run_1/class_map.png
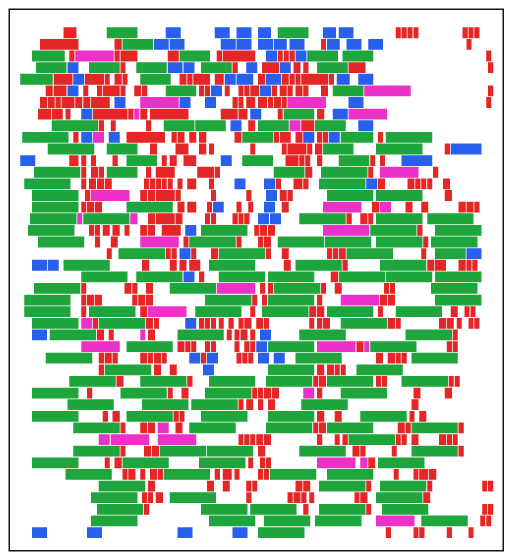
run_1/clock_nets.png
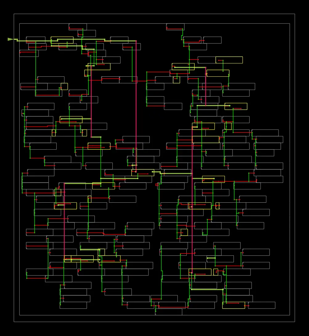
run_1/clock_wires.png
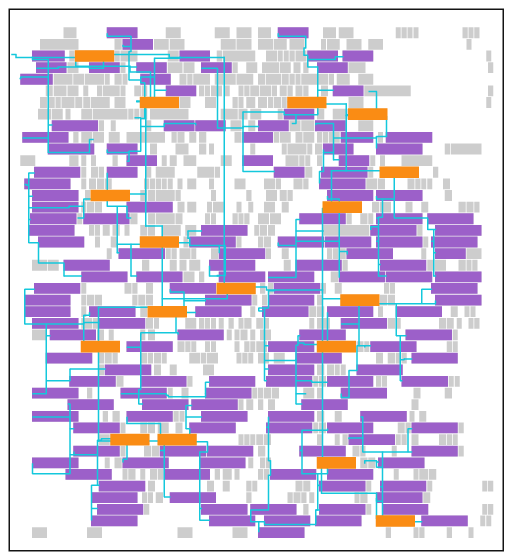
File: src/rtl/char_rx_fifo.sv
// Keyboard character receive FIFO with a small register-mapped bus port.
// Characters arrive on rising edges of strobe; DATA reads pop the FIFO.
module char_rx_fifo #(
  parameter int DEPTH = 16
) (
  input  logic        clk,
  input  logic        reset,
  input  logic [7:0]  char,
  input  logic        strobe,
  input  logic        req,
  input  logic        we,
  input  logic [3:0]  addr,
  input  logic [31:0] wdata,
  output logic        gnt,
  output logic        rvalid,
  output logic [31:0] rdata,
  output logic        irq
);

  localparam int AW = (DEPTH > 1) ? $clog2(DEPTH) : 1;
  localparam int CW = AW + 1;

  localparam logic [3:0] A_DATA = 4'h0;
  localparam logic [3:0] A_STAT = 4'h4;
  localparam logic [3:0] A_CTRL = 4'h8;

  typedef struct packed {
    logic        req;
    logic        we;
    logic [3:0]  addr;
    logic [31:0] wdata;
  } bus_req_t;

  bus_req_t bq;
  assign bq  = '{req: req, we: we, addr: addr, wdata: wdata};
  assign gnt = req;

  logic [7:0]    mem [DEPTH];
  logic [AW-1:0] wr_ptr, rd_ptr;
  logic [CW-1:0] count;
  logic          strobe_q;
  logic          ovf;
  logic          irq_en;

  logic empty, full, capture, data_rd, ctrl_wr, pop, push, drop, flush, ovf_clr;
  logic [31:0] rdata_nxt;

  assign empty   = (count == '0);
  assign full    = (count == CW'(DEPTH));
  assign capture = strobe & ~strobe_q;
  assign data_rd = bq.req & ~bq.we & (bq.addr == A_DATA);
  assign ctrl_wr = bq.req &  bq.we & (bq.addr == A_CTRL);
  assign flush   = ctrl_wr & bq.wdata[2];
  assign ovf_clr = ctrl_wr & bq.wdata[1];
  assign pop     = data_rd & ~empty;
  // A pop in the same cycle frees a slot, so a full FIFO still accepts.
  assign push    = capture & (~full | pop);
  assign drop    = capture & full & ~pop;

  logic unused_wdata;
  assign unused_wdata = ^bq.wdata[31:3];

  // Read data reflects state before this cycle's update.
  always_comb begin
    rdata_nxt = '0;
    if (!bq.we) begin
      case (bq.addr)
        A_DATA: if (!empty) rdata_nxt[8:0] = {1'b1, mem[rd_ptr]};
        A_STAT: begin
          rdata_nxt[0]       = ~empty;
          rdata_nxt[1]       = full;
          rdata_nxt[2]       = ovf;
          rdata_nxt[4 +: CW] = count;
        end
        A_CTRL: rdata_nxt[0] = irq_en;
        default: rdata_nxt = '0;
      endcase
    end
  end

  always_ff @(posedge clk) begin
    if (push && !flush && !reset) mem[wr_ptr] <= char;
  end

  always_ff @(posedge clk) begin
    if (reset) begin
      wr_ptr   <= '0;
      rd_ptr   <= '0;
      count    <= '0;
      strobe_q <= 1'b0;
      ovf      <= 1'b0;
      irq_en   <= 1'b0;
      rvalid   <= 1'b0;
      rdata    <= '0;
      irq      <= 1'b0;
    end else begin
      strobe_q <= strobe;
      rvalid   <= bq.req;
      rdata    <= bq.req ? rdata_nxt : '0;
      irq      <= irq_en & ~empty;

      if (flush) begin
        wr_ptr <= '0;
        rd_ptr <= '0;
        count  <= '0;
      end else begin
        if (push) wr_ptr <= wr_ptr + 1'b1;
        if (pop)  rd_ptr <= rd_ptr + 1'b1;
        count <= count + CW'(push) - CW'(pop);
      end

      // Clear beats a same-cycle overflow; a flushed capture is not an overflow.
      if (ovf_clr)             ovf <= 1'b0;
      else if (drop && !flush) ovf <= 1'b1;

      if (ctrl_wr) irq_en <= bq.wdata[0];
    end
  end

endmodule

File: config.mk
export PLATFORM = sky130hd
export DESIGN_NAME = char_rx_fifo
export DESIGN_NICKNAME = d
export VERILOG_FILES = /design/src/rtl/char_rx_fifo.sv
export SDC_FILE = /design/constraint.sdc
export NUM_CORES = 1
export LEC_CHECK = 0
export ABC_AREA = 1
export CAP_MARGIN = 20
export CORE_ASPECT_RATIO = 1.1
export CORE_MARGIN = 2
export CORE_UTILIZATION = 50
export CTS_BUF_LIST = sky130_fd_sc_hd__clkbuf_4 sky130_fd_sc_hd__clkbuf_8 sky130_fd_sc_hd__clkbuf_16
export DETAILED_ROUTE_END_ITERATION = 6
export PLACE_DENSITY_LB_ADDON = 0.15
export SETUP_SLACK_MARGIN = 0.4
export SYNTH_ARGS = -nofsm -noshare
export SYNTH_HDL_FRONTEND = slang
export SYNTH_SLANG_ARGS = --single-unit
File: constraint.sdc
create_clock -name clk -period 2.9 [get_ports clk]
set_clock_uncertainty 0.15 [all_clocks]
set_input_delay 0.58 -clock clk [delete_from_list [all_inputs] [get_ports clk]]
set_output_delay 0.58 -clock clk [all_outputs]
set_load 0.005 [all_outputs]
==> impl_report.txt <==
FLOW METRICS REPORT
----------------------------------------------------
[Status]
  Result of the run ........................ finished clean

[Synth]
  Top cells by area ........................ sky130_fd_sc_hd__edfxtp_1, sky130_fd_sc_hd__dfxtp_1, sky130_fd_sc_hd__nand3_1, sky130_fd_sc_hd__nand2_1, sky130_fd_sc_hd__buf_4
  Mean post-synth cell area ........................ 10.7 µm²
  Most used standard cell by instance count after synthesis ........................ sky130_fd_sc_hd__nand2_1
  Area of the synthesized netlist per yosys stat ........................ 6810 µm²
  Cell type with the largest total area ........................ sky130_fd_sc_hd__edfxtp_1
  Synth flops ........................ 159
  Synth Instances ........................ 637
  Cell count listed in synth_stat.txt ........................ 637
  Post-synth design cell area ........................ 6810 µm²
  Count of yosys warnings during synthesis ........................ 0
  Asr flop ratio synth ........................ 0%
  Ys flop type ........................ sky130_fd_sc_hd__edfxtp_1
  Distinct cells, synth ........................ 32
  Share of the yosys chip area belonging to registers ........................ 65.6%

[Pwr]
  Total power consumption of the routed design ........................ 5330 µW
  Standby leakage power ........................ 0.00309 µW
  Worst IR Drop VDD ........................ 0.536 mV
  Power Internal ........................ between 4000 and 5000 µW
  Power density over cell area ........................ 655 nW/µm²
  Share of power burned in combinational logic ........................ 12.1%
  Clk pwr share ........................ between 30 and 40%
  Sw frac ........................ 22.6%
  Sequential share of power ........................ 48.2%

[CTS]
  Clk sinks ........................ about 160
  Number of gates given a new drive strength after cts ........................ 30
  Maximum clock insertion buffer count ........................ 2
  Number of H-tree branching levels ........................ 4
  # hold bufs at CTS ........................ 0
  Cell at the root of the clock tree ........................ sky130_fd_sc_hd__clkbuf_16
  Post CTS Setup Buffer Count ........................ 9
  Clk pin slew, worst setup/hold paths ........................ 0.06 ns

[GRT]
  Via count of the first global-routing pass ........................ 4304
  Combined global-route utilization of all metal layers ........................ 21.9%
  Maximum number of pins on one net before global-route repair ........................ 67
  Total grt overflow ........................ 0
  First-pass GRT wire length ........................ 23.5 mm

[Floorplanning]
  Die boundary height ........................ 126 µm
  Chip area ........................ 14600 µm²
  Placeable core area ........................ 13300 µm²
  Number of rows in the core area ........................ 44
  Die extent in x ........................ 115 µm
  Core Util at FP ........................ 51.3%

[Worst setup path]
  Maximum cell stage delay along the critical path ........................ 0.35 ns
  Worst reg2reg path endpoint ........................ count[4]
  Nature of the critical path endpoint ........................ flop
  Worst reg-to-reg path cell count ........................ 16
  Worst Path Class, Setup ........................ flop to flop
  Required time reported for the critical path endpoint ........................ 3.05 ns
  Cell-by-cell listing of the critical path ........................ inv_2, ha_4, nand2_4, nor2_4, buf_6, o211ai_4, nand2_4, ha_4, inv_2, ha_4, fa_2, nand2_2, a21oi_2, or2_4, o21ai_2, a21oi_1
  Worst Path Max Fanout ........................ 2
  Worst path buffer plus inverter count ........................ 3
  Worst path arrival time ........................ 2.69 ns
  Crit. path cell count ........................ 16
  Most Frequent Cell on Critical Path ........................ sky130_fd_sc_hd__ha_4
  Reg2Reg Setup Slack ........................ 0.36 ns
  Critical path launch point type ........................ flop
  CP startpoint ........................ count[3]

[Finish]
  Post-Route Utilization ........................ roughly three fifths
  Commonest non-fill, non-tap cell in the layout ........................ sky130_fd_sc_hd__nand2_1
  Most numerous logic cells after layout ........................ sky130_fd_sc_hd__nand2_1, sky130_fd_sc_hd__edfxtp_1, sky130_fd_sc_hd__nand3_1, sky130_fd_sc_hd__nor2_1, sky130_fd_sc_hd__buf_4
  Logic area ........................ 2000 µm²
  Share of cells above drive strength 1 ........................ 15.5%
  Number of nets in the final layout ........................ 766
  Final non-filler cell total ........................ 902
  Antenna Diode Count ........................ 0
  Filler instances ........................ 1036

[Detailed routing]
  Final routed wire length divided by cell count ........................ 16.6 µm
  Count of vias placed by the detailed router ........................ 4596
  Top routing layer used ........................ met4
  First-pass iteration count of the detailed router ........................ 5
  Initial DRC count ........................ 429
  Met1 wire length ........................ 6.50 mm
  Post-route DRC ........................ 0
  Via-to-Cell Ratio ........................ around 5.1
  Met3 Wirelength ........................ 812 µm
  Post-detailed-routing wire length ........................ 15.0 mm
  Length of routed met2 wiring ........................ between 7 and 8 mm
  Number of nets still failing antenna checks after routing ........................ 0

[Placed design]
  Half-perimeter wire length of the detailed placement result ........................ slightly above 9 mm
  Number of instances in the placed design ........................ 860
  Number of buffer cells added on primary ports ........................ 31
  RD Place Congestion ........................ 0.817

[Flow run]
  Total tool warning count ........................ a little over 60
  Count of max-cap constraint violations ........................ 0

[Final timing]
  Post-route clock period utilization ........................ 87.6%
  Slew at the pin closest to its max-slew limit ........................ 0.663 ns
  Setup TNS ........................ 0 ns
  Final Critical Period ........................ 2.54 ns
  Final hold slack ........................ 0.327 ns
  Number of max-slew violations in the final report ........................ 0
  Final setup violation count ........................ 0
  Slew headroom ........................ 55.7%
  Fmax ........................ 394 MHz

[Min path]
  Number of cells on the worst hold path ........................ 2
  Min-delay src ........................ ovf
  End of the worst hold path ........................ rdata[2]
  Worst min-delay path class ........................ flop to flop

----------------------------------------------------
## Picture notes: class_map.png
Key: green = registers [cells 159, share of their area 57%]; red = remaining logic cells [cells 451, share of their area 28%]; blue = remaining buffers and delay cells [cells 76, share of their area 8.5%]; magenta = clock drivers and dummy loads [cells 32, share of their area 7.1%]

## Picture notes: clock_nets.png
clock-net power: 2120 µW
clock latency of the later-clocked register in the worst-skew pair: 0.42 ns
Clock buffer cells: 23
CTS buffer count: 17

## Picture notes: clock_wires.png
Key: orange = clock-net drivers [count 17]; cyan = clock wires [length 1730 µm]; purple = flip-flops [count 159]
There are 18 routed clock nets.

-- run 1: cells by family after synthesis --
logic type / Yosys count / share of synthesized area, %
fa+ha+maj: 12 / 2.32
flops: 159 / 65.6
xor+xnor: 5 / 0.644
simple gates: 315 / 20.1
other cells: 1 / 0.0551
buf+inv: 102 / 7.78
compound gates: 43 / 3.47
-- run 1: power by group through the flow --
stage          sequential [µW]  combinational [µW]  clock, µW
2_1_floorplan             2600                 305          0
3_3_place_gp              2610                 462          0
3_5_place_dp              2610                 478          0
4_1_cts                   2560                 618       2140
5_1_grt                   2570                 705       2240
6_report                  2570                 642       2120
-- run 1: registers in the layout, indices dropped and copies added (netlist names), named ones only --
signal	count
rd_ptr	4
strobe_q	1
mem	128
rvalid	1
irq	1
wr_ptr	4
ovf	1
rdata	9
irq_en	1
count	5
-- run 1: worst reg2reg max path, delay by kind of cell (launching register included) --
kind | cells | cell delay, ns
AOI/OAI and AO/OA | 4 | 0.29
adders and majority gates | 4 | 0.92
and+or+nand+nor | 5 | 0.50
DFF | 1 | 0.34
buffers and inverters | 3 | 0.21
-- run 1: stage by stage --
step | cell area [µm²] | setup WS, ns
3_3_place_gp | 7420 | -0.360
2_1_floorplan | 6920 | 0.143
5_1_grt | 8130 | 0.270
6_report | 8130 | 0.359
3_5_place_dp | 7420 | -0.373
4_1_cts | 8120 | 0.355
-- run 1: layout make-up --
class | count | area share [%]
flip-flops and latches | 159 | 55.0
clock inverters | 9 | 1.14
repair buffers | 76 | 8.25
well taps | 184 | 2.83
clock buffers | 23 | 5.79
inverters | 53 | 2.45
multi-input cells | 398 | 24.6
-- run 1: metal layers --
metal,global-route usage (%),vias up
met5,0,-
met4,10.1,0
met3,4.44,30
met2,34.3,145
met1,29.6,2171
li1,-,2250
No activity file was given, so power comes from the tool's default toggle rates.
